==> config.mk <==
export PLATFORM = sky130hd
export DESIGN_NAME = led_share_arbiter
export DESIGN_NICKNAME = d
export VERILOG_FILES = /design/src/rtl/led_share_arbiter.sv
export SDC_FILE = /design/constraint.sdc
export NUM_CORES = 1
export LEC_CHECK = 0
export ABC_AREA = 1
export CAP_MARGIN = 20
export CORE_UTILIZATION = 55
export DETAILED_ROUTE_END_ITERATION = 8
export GPL_ROUTABILITY_DRIVEN = 0
export PLACE_DENSITY = 0.85
export SLEW_MARGIN = 10
export SYNTH_ARGS = -nofsm -noshare
export SYNTH_HDL_FRONTEND = slang
export SYNTH_SLANG_ARGS = --single-unit
==> constraint.sdc <==
create_clock -name clk -period 4.4 [get_ports clk]
set_input_delay 0.66 -clock clk [delete_from_list [all_inputs] [get_ports clk]]
set_output_delay 0.66 -clock clk [all_outputs]
set_load 0.02 [all_outputs]
Fig. 1: run 1, power grid
Pins as bars on the die edge.
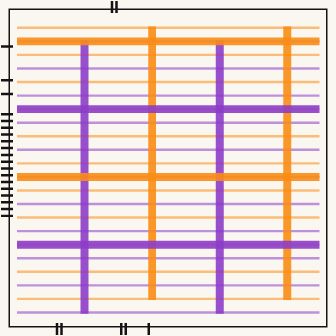
| net | color |
|---|---|
| VDD | orange |
| VSS | purple |
rows: 21
signal pins: 26
met5 straps: 4
met4 straps: 4
maximum VDD drop: 0.000104 V
Die H: 63.4 um

Fig. 2: run 1, cell classes on the final placement
Bar = 20 um.
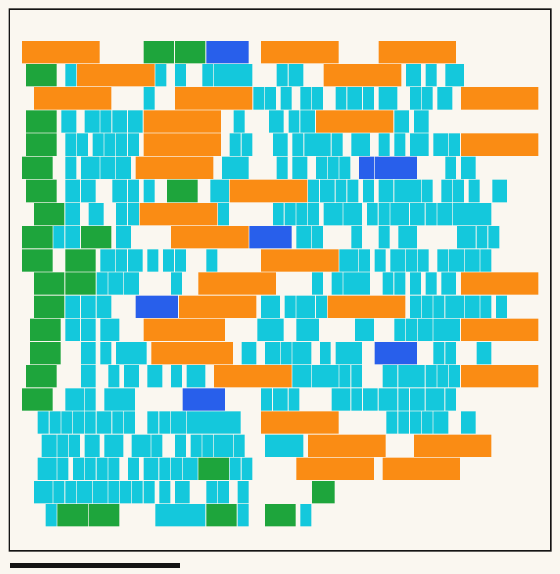
| class | color | cells | share of their area |
|---|---|---|---|
| remaining logic cells | cyan | 267 | 53% |
| registers | orange | 31 | 32% |
| clock drivers and dummy loads | blue | 7 | 3.7% |
| remaining buffers and delay cells | green | 26 | 11% |
Layout Utilization: 70.8%
Rows: 21
Seq area share: 31.7%
total core area: 3470 um2

Fig. 3: run 1, clock wires, drivers and flops
Bar = 20 um.
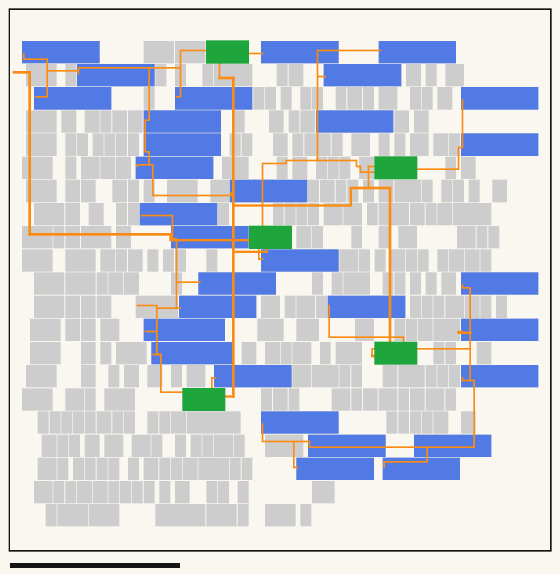
[clock wires] orange | length: 415 um
[clock-net drivers] green | count: 5
[flip-flops] blue | count: 31
routed clock nets: 6
flops lie: all over the die
Clock power frac: 40.5%
skew final: 0.00809 ns
Clock Latency Late Sink: 0.29 ns
Clk power: 227 uW

==> ci_impl_report.md, run 1 <==
## Synthesis and layout report

| Metric | Value |
|---|---|
| Clock-cell share of area | between 3 and 4% |
| CP Class | flip-flop to output pin |
| # clk buffers | 6 |
| Top cells by instance count after synthesis | nand2_1, nand3_1, inv_1, dfrtp_1, nor2_1 |
| H-tree levels | 2 |
| MI comb area | 1130 um2 |
| Most frequent logic cell in the layout | nand2_1 |
| Design area | between 2000 and 2500 um2 |
| Worst hold-check path type | flip-flop to flip-flop |
| Antenna viol nets, final | 0 |
| Fin Hold WS | 0.491 ns |
| Top_reg_cell synth | dfrtp_1 |
| Max-cap violations | 0 |
| Number of global-route vias before repair | 2,147 |
| GRT Residual Overflow | 0 |
| Distinct lib cells | 27 |
| Top cells by area | dfrtp_1, nand2_1, nand3_1 |
| Power Dens Cells | 228 nW/um2 |
| Worst-Margin Slew | 0.509 ns |
| Floorplan utilization | between 50% and 60% |
| Post-synth net total | roughly 320 |
| Ys async rst share | 100% |
| Busiest grt layer | met2 |
| Flops after synth | 31 |
| Met3 Use GR | ~6% |
| Hold bufs inserted after CTS | 0 |
| Top cell area share | a little over a third |
| Seq power | approximately 290 uW |
| Leak | roughly 1.2 nW |
| Number of non-clock buffers | 26 |
| Number of enable flip-flop cells | 0 |
| CTS clock-pin slew for the worst setup and hold paths | around 0.060 ns |
| Area grow syn2layout | 18.3% |
| Post-Route M1 WL | around 2100 um |
| Die X | between 60 and 70 um |
| Startpoint Class | flip-flop |
| Final net count | 350 |
| Power of the combinational group | between 40 and 50 uW |
| Fin crit period | 2.39 ns |
| Comb area share | a little under half |
| Post-Syn Area | ~2100 um2 |
| Tool warnings | 27 |
| Slew margin rel. | between 60% and 70% |
| Dominant comb cell | simple AND/OR/NAND/NOR gates |
| Routed Wire Length | 4970 um |
| Status | complete, no violations |
| WL met2 | 2420 um |
| Synth mux share | 0% |
| Synth area leader | dfrtp_1 |
| Inverters | 37 |
| DP Area | 2370 um2 |
| Detail-routed via count per cell | between 5 and 6 |
| Top-level I/O count | 26 |
| Placed Cells | between 300 and 400 |
| CTS Root Cell | clkbuf_8 |
| Crit path DAT | 1.73 ns |
| Post-CTS Resized | 0 |
| Worst Path Buf+Inv | 2 |
| Crit-path leading delay family | buffers and inverters |
| Pre-CTS setup slack | about 2.0 ns |
| Iter 0 DRT Violations | about 170 |
| FILL cells | between 200 and 300 |
| Worst-path fanout max | 13 |
| Top-count cell post-synth | nand2_1 |
| Gate count of the mapped netlist | about 300 |
| Max Clk Rate | roughly 420 MHz |
| Clock sink count | 31 |
| Synth warn | 0 |
| Compound Share, Synth | a little under a tenth |
| WP depth | 3 |
| R2R Setup Slk | approximately 2.2 ns |
| Crit path cell chain | nand2_1 -> inv_1 -> clkdlybuf4s50_1 |
| Setup Fix Bufs, Post-CTS | 0 |
| Critical path capture point type | output pin |
| Register area share after synthesis | 37.5% |
| Final setup margin | ~2.0 ns |
| Seq pwr share | between 50% and 60% |
| R2R depth | 8 |
| DR WL/cell | ~13 um |
| Post-synth area from yosys stat | 2070 um2 |
| 1st-pass router iterations | 5 |
| Hpwl dp | between 3000 and 4000 um |
| Final Power | ~560 uW |
| Flop area | between 700 and 800 um2 |
| Uppermost layer routed | met4 |
| Vias post-DR | about 2,100 |
| Top cells excl fill/tap | nand2_1, nand3_1, inv_1, dfrtp_1, clkdlybuf4s50_1 |
| Largest register FFs | 21 |
| Adder Area Share | less than 1% |
| Combinational share of power | under 10% |
| Biggest cell delay along the critical path | between 0.6 and 0.7 ns |
| Yosys simple share | 41.0% |
| Mean area per synthesized cell | between 6 and 7 um2 |
| Met1 GRT Util | 33.1% |
| Switch Pwr | around 130 uW |
| Hold Vio Cnt, Final | 0 |
| TritonCTS buffer count | 5 |
| Die area | 4020 um2 |
| WHS Path Cells | 2 |
| Buffering overhead | a little over a tenth |
| DRC | 0 |
| Ant diodes | 0 |
| Final cell count without fillers | 377 |
| M2 GR Usage | between 40% and 50% |
| GRT Total Usage | between 20 and 30% |
| Layout cells sized above 1 | 8.76% |
| First-pass GRT wire length | roughly 9000 um |
| Int Power | between 400 and 500 uW |
| Leading cell kind | logic gates |
==> run 1 -> run 2 <==
- CORE_UTILIZATION: 55 -> 50
- PLACE_DENSITY: 0.85 -> 0.82
- clock period: 4.4 -> 2.1 ns (I/O delays scaled with it)
==> run 2 against run 1 <==
Effect of this change:
- the run now ends with design-rule violations left
- worst hold slack worse by 0.073 ns
- clock skew down 0.0039 ns
- combinational power up 110%
- worst setup slack worse by 1.8 ns
- design area up 2.7%
- flip-flop count unchanged
- sequential share of layout area down 0.83 points
- utilization down 7.8 points
- critical path type is now flip-flop to flip-flop
- critical endpoint is now cnt[4]$_DFFE_PP0P_
==> ci_impl_report.md, run 2 <==
## Synthesis and layout report

| Metric | Value |
|---|---|
| Inverters | 37 |
| Gate count of the mapped netlist | ~300 |
| Top cells excl fill/tap | nand2_1, nand3_1, inv_1, dfrtp_1, clkdlybuf4s50_1 |
| H-tree levels | 2 |
| First-pass GRT wire length | ~8500 um |
| Hold bufs inserted after CTS | 0 |
| Final Power | between 1 and 1.5 mW |
| WP depth | 9 |
| Seq power | between 500 and 600 uW |
| Ant diodes | 0 |
| Uppermost layer routed | met4 |
| Die area | 4410 um2 |
| Status | complete, but fails checks |
| Seq area share | 30.9% |
| Critical path capture point type | flip-flop |
| Combinational share of power | a little under 9% |
| Fin crit period | between 1.5 and 2 ns |
| Top-level I/O count | 26 |
| Dominant comb cell | simple AND/OR/NAND/NOR gates |
| Area grow syn2layout | 21.5% |
| WL met2 | 2470 um |
| DP Area | ~2400 um2 |
| Int Power | approximately 910 uW |
| Rows | 23 |
| Violated checks | design-rule violations |
| Final setup margin | approximately 0.18 ns |
| Die H | between 60 and 70 um |
| Synth mux share | 0% |
| Total core area | ~4000 um2 |
| GRT Residual Overflow | 0 |
| # clk buffers | 7 |
| Power of the combinational group | slightly above 100 uW |
| Startpoint Class | flip-flop |
| Top-count cell post-synth | nand2_1 |
| Buffering overhead | about 13% |
| Fin Hold WS | 0.418 ns |
| Met1 GRT Util | around 30% |
| Clock sink count | 31 |
| 1st-pass router iterations | 7 |
| Compound Share, Synth | 9.29% |
| Biggest cell delay along the critical path | ~0.60 ns |
| Worst-path fanout max | 11 |
| TritonCTS buffer count | 5 |
| Ys async rst share | 100% |
| Top cells by instance count after synthesis | nand2_1, nand3_1, inv_1, dfrtp_1, nor2_1 |
| CP Class | flip-flop to flip-flop |
| Layout Utilization | 63.0% |
| Switch Pwr | 273 uW |
| Hold Vio Cnt, Final | 0 |
| Tool warnings | 26 |
| Die X | approximately 66 um |
| Max Clk Rate | ~520 MHz |
| R2R Setup Slk | about 0.18 ns |
| Top cells by area | dfrtp_1, nand2_1, nand3_1 |
| Design area | around 2500 um2 |
| Number of non-clock buffers | 32 |
| R2R depth | 9 |
| DR WL/cell | roughly 13 um |
| Leading cell kind | logic gates |
| Antenna viol nets, final | 0 |
| Mean area per synthesized cell | between 6 and 7 um2 |
| Layout cells sized above 1 | between 10% and 20% |
| Top cell area share | 35.0% |
| Met3 Use GR | under 10% |
| DRC | 2 |
| Busiest grt layer | met2 |
| CTS Root Cell | clkbuf_8 |
| Post-Route M1 WL | between 2000 and 2500 um |
| Post-CTS Resized | 0 |
| Distinct lib cells | 27 |
| Leak | roughly 1.2 nW |
| Hpwl dp | about 3800 um |
| Worst hold-check path type | input port to asynchronous set/reset pin |
| M2 GR Usage | 45.7% |
| Crit path cell chain | inv_2 -> nand2_1 -> nand2_2 -> nand2_1 -> nand2_2 -> nor3_4 -> nand3_4 -> buf_12 -> o21ai_0 |
| Detail-routed via count per cell | roughly 5.4 |
| Number of global-route vias before repair | between 2,000 and 2,500 |
| Final net count | 356 |
| Comb area share | a little under half |
| Crit path DAT | between 2 and 2.5 ns |
| Pre-CTS setup slack | between 0.07 and 0.08 ns |
| Iter 0 DRT Violations | between 150 and 200 |
| Flop area | 778 um2 |
| Post-Syn Area | ~2100 um2 |
| Post-synth net total | approximately 320 |
| Flops after synth | 31 |
| Number of enable flip-flop cells | 0 |
| Max-cap violations | 0 |
| CTS clock-pin slew for the worst setup and hold paths | approximately 0.060 ns |
| Largest register FFs | 21 |
| Top_reg_cell synth | dfrtp_1 |
| Power Dens Cells | between 400 and 500 nW/um2 |
| Crit-path leading delay family | simple AND/OR/NAND/NOR gates |
| Floorplan utilization | between 50% and 60% |
Fig. 4: run 2, clock wires, drivers and flops
Bar = 20 um.
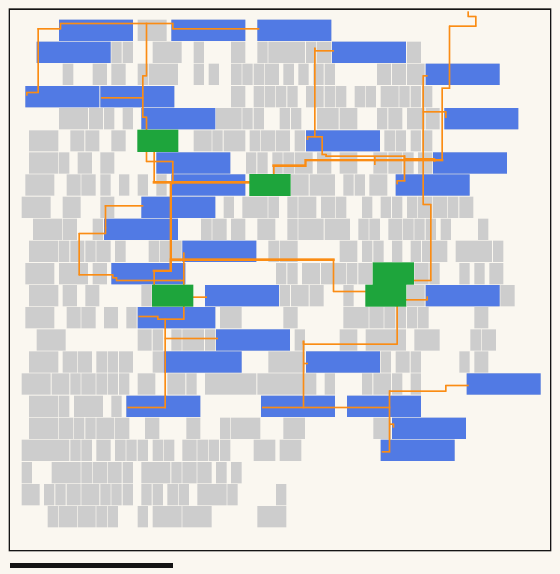
[clock wires] orange | length: 401 um
[clock-net drivers] green | count: 5
[flip-flops] blue | count: 31
routed clock nets: 6
Clock power frac: 40.8%
skew final: 0.00416 ns

Fig. 5: run 2, wiring by layer
Only two layers are drawn.
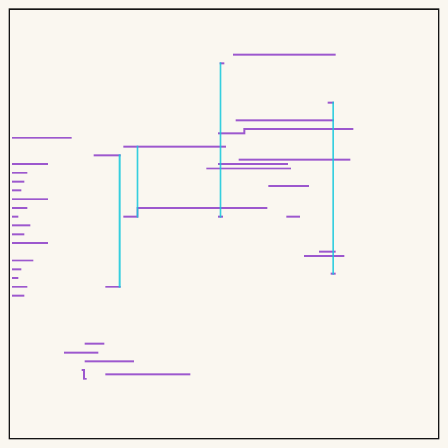
| layer | color | wire length |
|---|---|---|
| M3 | purple | 230 um |
| M4 | cyan | 81.6 um |
Routed Wire Length: 4980 um
GRT Total Usage: 25.5%
vias post-DR: 2,102

Fig. 6: run 2, clock nets
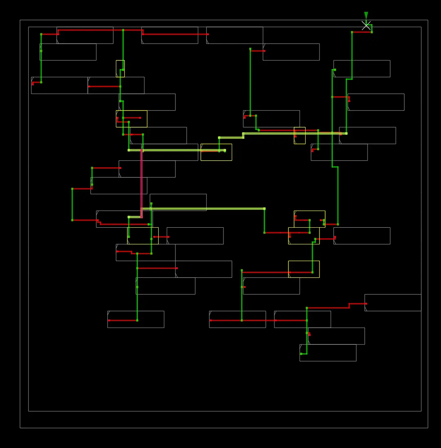
Clock Latency Late Sink: 0.28 ns
Clk power: 482 uW

Power is estimated from default activity; no workload was simulated.
